## src/rtl/arcade_audio_mixer.sv

```systemverilog
`default_nettype none
// ============================================================================
// Module   : arcade_audio_mixer
// Purpose  : N-channel sequential audio mixer with per-channel shift gain,
//            mute, offset-binary conversion and signed output saturation.
// Revision : 1.0 - initial release
// ============================================================================
module arcade_audio_mixer #(
    parameter int NUM_CH = 4,
    parameter int IN_W   = 8,
    parameter int OUT_W  = 16,
    parameter int GAIN_W = 3
) (
    input  logic                     clk_sys,
    input  logic                     reset,
    input  logic                     ce_sample,
    input  logic                     signed_in,
    input  logic [NUM_CH*IN_W-1:0]   ch_in,
    input  logic [NUM_CH*GAIN_W-1:0] ch_gain,
    input  logic [NUM_CH-1:0]        ch_mute,
    output logic [OUT_W-1:0]         out_sample,
    output logic                     out_valid,
    output logic                     busy,
    output logic                     clip,
    output logic                     missed
);

    localparam int C_ACC_W = IN_W + (2 ** GAIN_W) - 1 + $clog2(NUM_CH) + 1;
    localparam int C_IDX_W = (NUM_CH > 1) ? $clog2(NUM_CH) : 1;
    localparam int C_EXT_W = (C_ACC_W > OUT_W) ? C_ACC_W : OUT_W;

    localparam logic [C_IDX_W-1:0]        C_LAST = C_IDX_W'(NUM_CH - 1);
    localparam logic signed [C_EXT_W-1:0] C_MAX  =
        {{(C_EXT_W - OUT_W + 1){1'b0}}, {(OUT_W - 1){1'b1}}};
    localparam logic signed [C_EXT_W-1:0] C_MIN  = ~C_MAX;

    typedef enum logic [1:0] {
        ST_IDLE  = 2'd0,
        ST_ACCUM = 2'd1,
        ST_SAT   = 2'd2
    } state_t;

    state_t r_state;
    state_t w_next;

    logic [NUM_CH-1:0][IN_W-1:0]   r_ch;
    logic [NUM_CH-1:0][GAIN_W-1:0] r_gain;
    logic [NUM_CH-1:0]             r_mute;
    logic                          r_signed;
    logic [C_IDX_W-1:0]            r_idx;
    logic signed [C_ACC_W-1:0]     r_acc;

    logic [IN_W-1:0]               w_sel;
    logic signed [IN_W-1:0]        w_s;
    logic signed [C_ACC_W-1:0]     w_s_ext;
    logic signed [C_ACC_W-1:0]     w_term;
    logic signed [C_ACC_W-1:0]     w_acc_next;
    logic signed [C_EXT_W-1:0]     w_acc_ext;
    logic                          w_hi;
    logic                          w_lo;
    logic [OUT_W-1:0]              w_sat;
    logic                          w_last;
    logic                          w_accept;

    // Offset-binary to two's complement is just an MSB flip.
    assign w_sel      = r_ch[r_idx];
    assign w_s        = {w_sel[IN_W-1] ^ ~r_signed, w_sel[IN_W-2:0]};
    assign w_s_ext    = C_ACC_W'(w_s);
    assign w_term     = r_mute[r_idx] ? '0 : (w_s_ext <<< r_gain[r_idx]);
    assign w_acc_next = r_acc + w_term;
    assign w_acc_ext  = C_EXT_W'(w_acc_next);
    assign w_hi       = (w_acc_ext > C_MAX);
    assign w_lo       = (w_acc_ext < C_MIN);
    assign w_sat      = w_hi ? C_MAX[OUT_W-1:0] :
                        w_lo ? C_MIN[OUT_W-1:0] : w_acc_ext[OUT_W-1:0];
    assign w_last     = (r_state == ST_ACCUM) && (r_idx == C_LAST);
    // SAT is the out_valid cycle, so a new strobe is taken there as in IDLE.
    assign w_accept   = ce_sample && (r_state != ST_ACCUM);

    always_ff @(posedge clk_sys or posedge reset) begin
        if (reset) begin
            r_state <= ST_IDLE;
        end else begin
            r_state <= w_next;
        end
    end

    always_comb begin
        w_next = r_state;
        busy   = (r_state != ST_IDLE);
        case (r_state)
            ST_IDLE:  w_next = w_accept ? ST_ACCUM : ST_IDLE;
            ST_ACCUM: w_next = w_last   ? ST_SAT   : ST_ACCUM;
            ST_SAT:   w_next = w_accept ? ST_ACCUM : ST_IDLE;
            default:  w_next = ST_IDLE;
        endcase
    end

    always_ff @(posedge clk_sys or posedge reset) begin
        if (reset) begin
            r_ch       <= '0;
            r_gain     <= '0;
            r_mute     <= '0;
            r_signed   <= 1'b0;
            r_idx      <= '0;
            r_acc      <= '0;
            out_sample <= '0;
            out_valid  <= 1'b0;
            clip       <= 1'b0;
            missed     <= 1'b0;
        end else begin
            out_valid <= 1'b0;
            clip      <= 1'b0;
            missed    <= ce_sample && (r_state == ST_ACCUM);
            if (w_accept) begin
                r_ch     <= ch_in;
                r_gain   <= ch_gain;
                r_mute   <= ch_mute;
                r_signed <= signed_in;
                r_idx    <= '0;
                r_acc    <= '0;
            end else if (r_state == ST_ACCUM) begin
                r_acc <= w_acc_next;
                r_idx <= r_idx + C_IDX_W'(1);
                if (w_last) begin
                    out_sample <= w_sat;
                    out_valid  <= 1'b1;
                    clip       <= w_hi | w_lo;
                end
            end
        end
    end

endmodule
`default_nettype wire

```

## config.mk

```make
export PLATFORM = sky130hd
export DESIGN_NAME = arcade_audio_mixer
export DESIGN_NICKNAME = d
export VERILOG_FILES = /design/src/rtl/arcade_audio_mixer.sv
export SDC_FILE = /design/constraint.sdc
export NUM_CORES = 1
export LEC_CHECK = 0
export CELL_PAD_IN_SITES_DETAIL_PLACEMENT = 0
export CELL_PAD_IN_SITES_GLOBAL_PLACEMENT = 2
export CORE_ASPECT_RATIO = 0.9
export CORE_MARGIN = 3
export CORE_UTILIZATION = 46
export CTS_BUF_LIST = sky130_fd_sc_hd__clkbuf_16
export CTS_CLUSTER_SIZE = 8
export DETAILED_ROUTE_END_ITERATION = 16
export DONT_BUFFER_PORTS = 1
export GPL_ROUTABILITY_DRIVEN = 0
export PLACE_DENSITY_LB_ADDON = 0.12
export SLEW_MARGIN = 20
export SYNTH_ARGS = -nofsm -noshare
export SYNTH_HDL_FRONTEND = slang
export SYNTH_SLANG_ARGS = --single-unit
```

## constraint.sdc

```tcl
create_clock -name clk_sys -period 6.49 [get_ports clk_sys]
set_input_delay 1.298 -clock clk_sys [delete_from_list [all_inputs] [get_ports clk_sys]]
set_output_delay 1.298 -clock clk_sys [all_outputs]
set_load 0.02 [all_outputs]
```

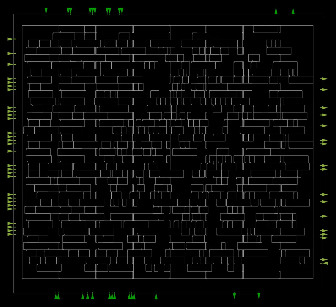
Run 1: placement view
core area: 10,420 sq um
# rows: 35
Post-Route Utilization: 51.66%
fin cells: 554

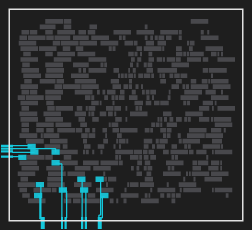
Run 1: I/O nets highlighted
Scale: 2 px per um.
legend:
  cyan:
    port: ch_gain
    bits: 12
    direction: input
    end_cells: 12
    buffers: 0
    wire: 201 um
I/O Buffers: 0
io pins: 72

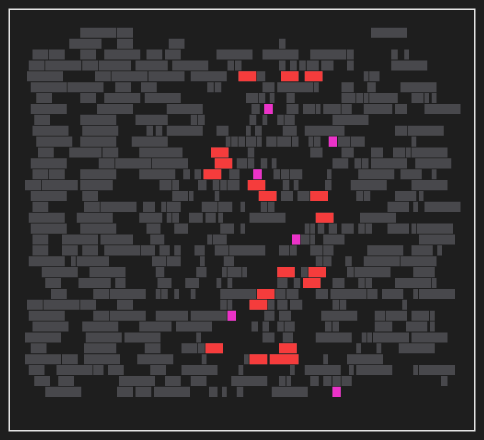
Run 1: logic cells by family
Scale: 4 px per um.
legend:
  magenta:
    family: and/or cells
    cells: 6
  red:
    family: fa/ha/maj cells
    cells: 19
dominant logic cell type in the layout: dfrtp_1
Comb area share: 48.62%

==> Changelog: implementation, run 1 <==
### Changed

* DRT iter0 DRCs at approximately 180
* CP Capture Type: flop
* # Cells Yosys at approximately 430
* RSZ-0062 raised after global routing: no
* Yosys xor share at 3.298%
* Post-synth top flop: dfrtp_1
* Yosys cell types at 54
* First-pass GRT wire length at about 18,000 um
* Fillers at 945
* Clock Latency Late Sink at 0.34 ns
* Status: finished, final reports clean
* Setup TNS at 0 ns
* Hold Crit Depth at 1
* Cycle use final at 74.76%
* Vias per cell at 5.919
* Post-layout minimum cycle time at 4.852 ns
* DR WL/cell at around 19 um
* CP dominant cell by count: a311oi_1
* Yosys top cell by area: dfrtp_1
* Buffers, non-clock at 3
* Synth Instances at roughly 430
* Vias at ~3,300
* Dominant comb cell: multiplexers
* Worst Path Buf+Inv at 0
* Top-area cell share at about 45%
* Mux area share at 19.64%
* CTS Buf Count at 9
## run 1: worst max-delay path by stage
stage / cells after the start / start / slack [ns] / endpoint
2_1_floorplan: 15 / r_idx[0] / 2.40 / out_sample[2]
3_3_place_gp: 11 / r_idx[0] / 1.69 / out_sample[13]
3_5_place_dp: 11 / r_idx[0] / 1.57 / out_sample[11]
4_1_cts: 11 / r_idx[0] / 1.52 / out_sample[11]
5_1_grt: 11 / r_idx[0] / 1.16 / out_sample[12]
6_report: 11 / r_idx[0] / 1.64 / out_sample[11]
## run 1: registers in the layout (all words and copies together) (netlist names)
register and flops:
r_state 2, r_mute 4, out_valid 1, missed 1
r_acc 18, out_sample 16, r_signed 1, clip 1
r_gain 12, r_idx 2, r_ch 32
Run 1, sizing map:
Scale: 4 px per um.
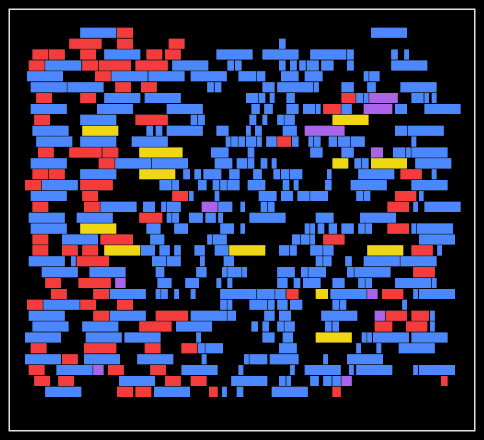

==> run 1 -> run 2 <==
CORE_UTILIZATION = 42   (was 46)
clock period = 4.5 ns   (was 6.49 ns; I/O delays follow)
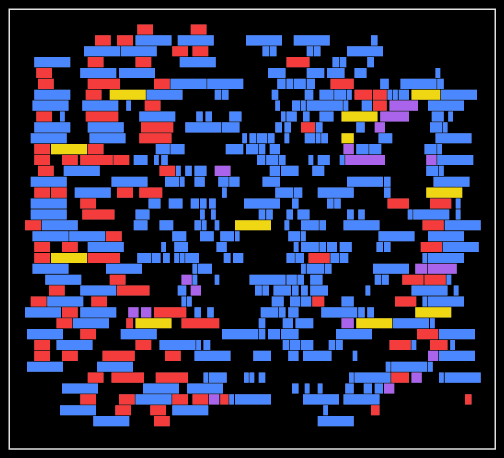
Run 2: sizing map
Scale: 4 px per um.
legend:
  purple:
    size: _3 and _4 cells
    cells: 18
    share: 4.1%
    most_used: buf_4
  yellow:
    size: _6 and larger
    cells: 11
    share: 2.5%
    most_used: clkbuf_16
  blue:
    size: _0 and _1 cells
    cells: 318
    share: 73%
    most_used: dfrtp_1
  red:
    size: _2 cells
    cells: 87
    share: 20%
    most_used: mux2_2

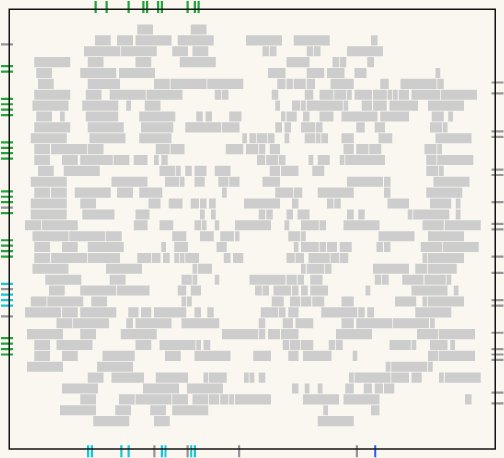
Run 2: pin map
Scale: 4 px per um. Pins as bars across the die edge, other pins in grey.
legend:
  cyan:
    port: ch_gain
    pins: 12
    direction: input
    edge: 8 bottom, 4 left
  blue:
    port: busy
    pins: 1
    direction: output
    edge: bottom
  green:
    port: ch_in
    pins: 32
    direction: input
    edge: 22 left, 10 top
Die H: 109.6 um
die width: 121.1 um

==> run 2 against run 1 <==
Compared with the run above: synthesized area is the same; global-route usage is 1.1 points lower; via count increased by 1.6%; register-to-register slack worse by 1.4 ns; sequential share of layout area fell by 0.87 points; non-clock buffer count is 8 higher; die size increased by 9.0%; utilization is 3.9 points lower; largest cell class unchanged; highest routed layer unchanged.
==> Changelog: implementation, run 2 <==
### Changed

* Vias per cell at 5.649 (was 5.919)
* First-pass GRT wire length at 17,660 um (was 17,550 um)
* Setup crit start: r_idx[0] (unchanged)
* Biggest registers after layout: r_ch (32), r_acc (18), out_sample (16) (unchanged)
* Clock Latency Late Sink at 0.35 ns (was 0.34 ns)
* Post-synth top flop: dfrtp_1 (unchanged)
* Biggest register: r_ch (unchanged)
* CP Capture Type: flop (unchanged)
* Core area at 11,530 sq um (was 10,420 sq um)
* Post-Route Utilization at 47.73% (was 51.66%)
* RSZ-0062 raised after global routing: no (unchanged)
* # rows at 37 (was 35)
* Cycle use final at 93.67% (was 74.76%)
* Io pins at 72 (unchanged)
* DR WL/cell at 18.43 um (was 19.01 um)
* Post-layout minimum cycle time at 4.215 ns (was 4.852 ns)
* I/O Buffers at 0 (unchanged)
* Yosys cell types at 54 (unchanged)
* Yosys top cell by area: dfrtp_1 (unchanged)
* Status: finished, final reports clean (unchanged)
-- run 2: critical path: stages, from the launching register on --
cell       delay, ns
dfrtp_2         0.48
buf_4           0.25
mux4_2          0.55
mux2i_1         0.27
mux2i_1         0.16
nand3b_1        0.11
o31ai_1         0.08
ha_1            0.36
a21oi_1         0.29
o21ai_1         0.12
a2111oi_1       0.43
nor2_1          0.17
o21a_1          0.29
o221a_4         0.36
a311oi_1        0.20
-- run 2: kinds of logic after synthesis --
kind of cell,synth area share [%]
and+or+nand+nor,9.321
adders and majority gates,4.898
xor gates and xnor gates,3.298
muxes,19.64
buffers and inverters,2.799
DFF,44.98
AOI/OAI and AO/OA,15.07
==> run 2 -> run 3 <==
GPL_ROUTABILITY_DRIVEN = not set   (was 0)
TNS_END_PERCENT = 1   (was not set)
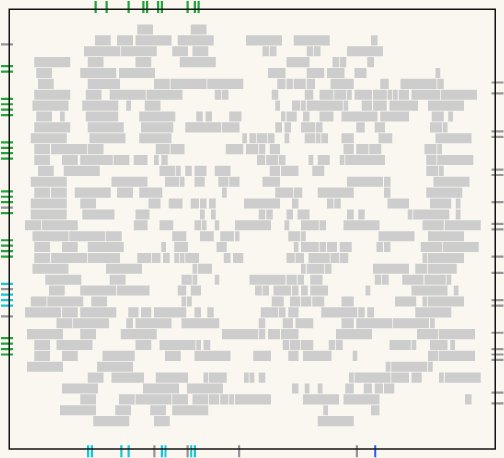
Run 3: pin map
Scale: 4 px per um. Pins as bars across the die edge, other pins in grey.
legend:
  cyan:
    port: ch_gain
    pins: 12
    direction: input
    edge: 8 bottom, 4 left
  blue:
    port: busy
    pins: 1
    direction: output
    edge: bottom
  green:
    port: ch_in
    pins: 32
    direction: input
    edge: 22 left, 10 top

==> run 3 against run 2 <==
Compared with the run above: worst setup slack unchanged; maximum frequency unchanged; die size unchanged; first-iteration DRC count unchanged; non-clock buffer count unchanged; synthesized area unchanged; routed wire length unchanged; global-route usage unchanged.
==> Changelog: implementation, run 3 <==
### Changed

* Status: finished, final reports clean (unchanged)
* Biggest register: r_ch (unchanged)
* Yosys xor share at 3.298% (unchanged)
* Yosys cell types at 54 (unchanged)
* Post-Route Utilization at 47.73% (unchanged)
* Core area at 11,530 sq um (unchanged)
* CP delay by family, top: AND-OR/OR-AND gates (unchanged)
* CP max-delay cell: mux4_2 (unchanged)
* Worst Path Buf+Inv at 1 (unchanged)
* CP Capture Type: flop (unchanged)
* Dominant logic cell type in the layout: dfrtp_1 (unchanged)
* RSZ-0062 raised after global routing: no (unchanged)
* Dominant comb cell: multiplexers (unchanged)
* Yosys adder share at 4.898% (unchanged)
* Top-area cell share at 44.98% (unchanged)
* Post-synth top flop: dfrtp_1 (unchanged)
* Die H at 109.6 um (unchanged)
* I/O Buffers at 0 (unchanged)
* DR WL/cell at 18.43 um (unchanged)
* Biggest registers after layout: r_ch (32), r_acc (18), out_sample (16) (unchanged)
* Clock Latency Late Sink at 0.35 ns (about the same)
* Post-layout minimum cycle time at 4.215 ns (unchanged)
* Yosys top cell by area: dfrtp_1 (unchanged)
* Fillers at 1,054 (unchanged)
* Io pins at 72 (unchanged)
* Die width at 121.1 um (unchanged)
* First-pass GRT wire length at 17,660 um (unchanged)
* Synth Instances at 430 (unchanged)
* Setup TNS at 0 ns (unchanged)
* Slowest stage delay, CP at 0.55 ns (about the same)
* # Cells Yosys at 430 (unchanged)
* Largest register FFs at 32 (unchanged)
* Cycle use final at 93.67% (unchanged)
* Total stage count of the critical path at 14 (unchanged)
* Vias per cell at 5.649 (unchanged)
* CP dominant cell by count: mux2i_1 (unchanged)
* # rows at 37 (unchanged)
* Mux area share at 19.64% (unchanged)
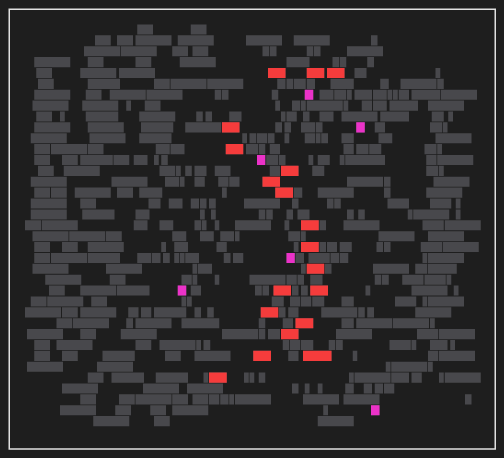
Run 3: logic cells by family
Scale: 4 px per um.
Comb area share: 48.33%
fin cells: 590

==> run 3: cell counts after synthesis <==
Identical to the previous run, type by type.
==> run 3: final cells by class <==
| type | count | share of cell area [%] |
|---|---|---|
| Clock inverter | 7 | 0.8415 |
| Tap cell | 156 | 3.548 |
| Multi-Input combinational cell | 310 | 48.33 |
| Clock buffer | 9 | 4.094 |
| Timing Repair Buffer | 11 | 1.728 |
| Sequential cell | 90 | 40.96 |
| Inverter | 7 | 0.5003 |
==> run 3: how the worst max path moves through the flow <==
stage                     startpoint             end
after global routing        r_idx[0]  out_sample[14]
after CTS                   r_idx[0]   out_sample[4]
after global placement      r_idx[0]   out_sample[2]
after floorplan             r_idx[0]   out_sample[2]
after detailed placement    r_idx[0]   out_sample[4]
final                       r_idx[0]  out_sample[11]
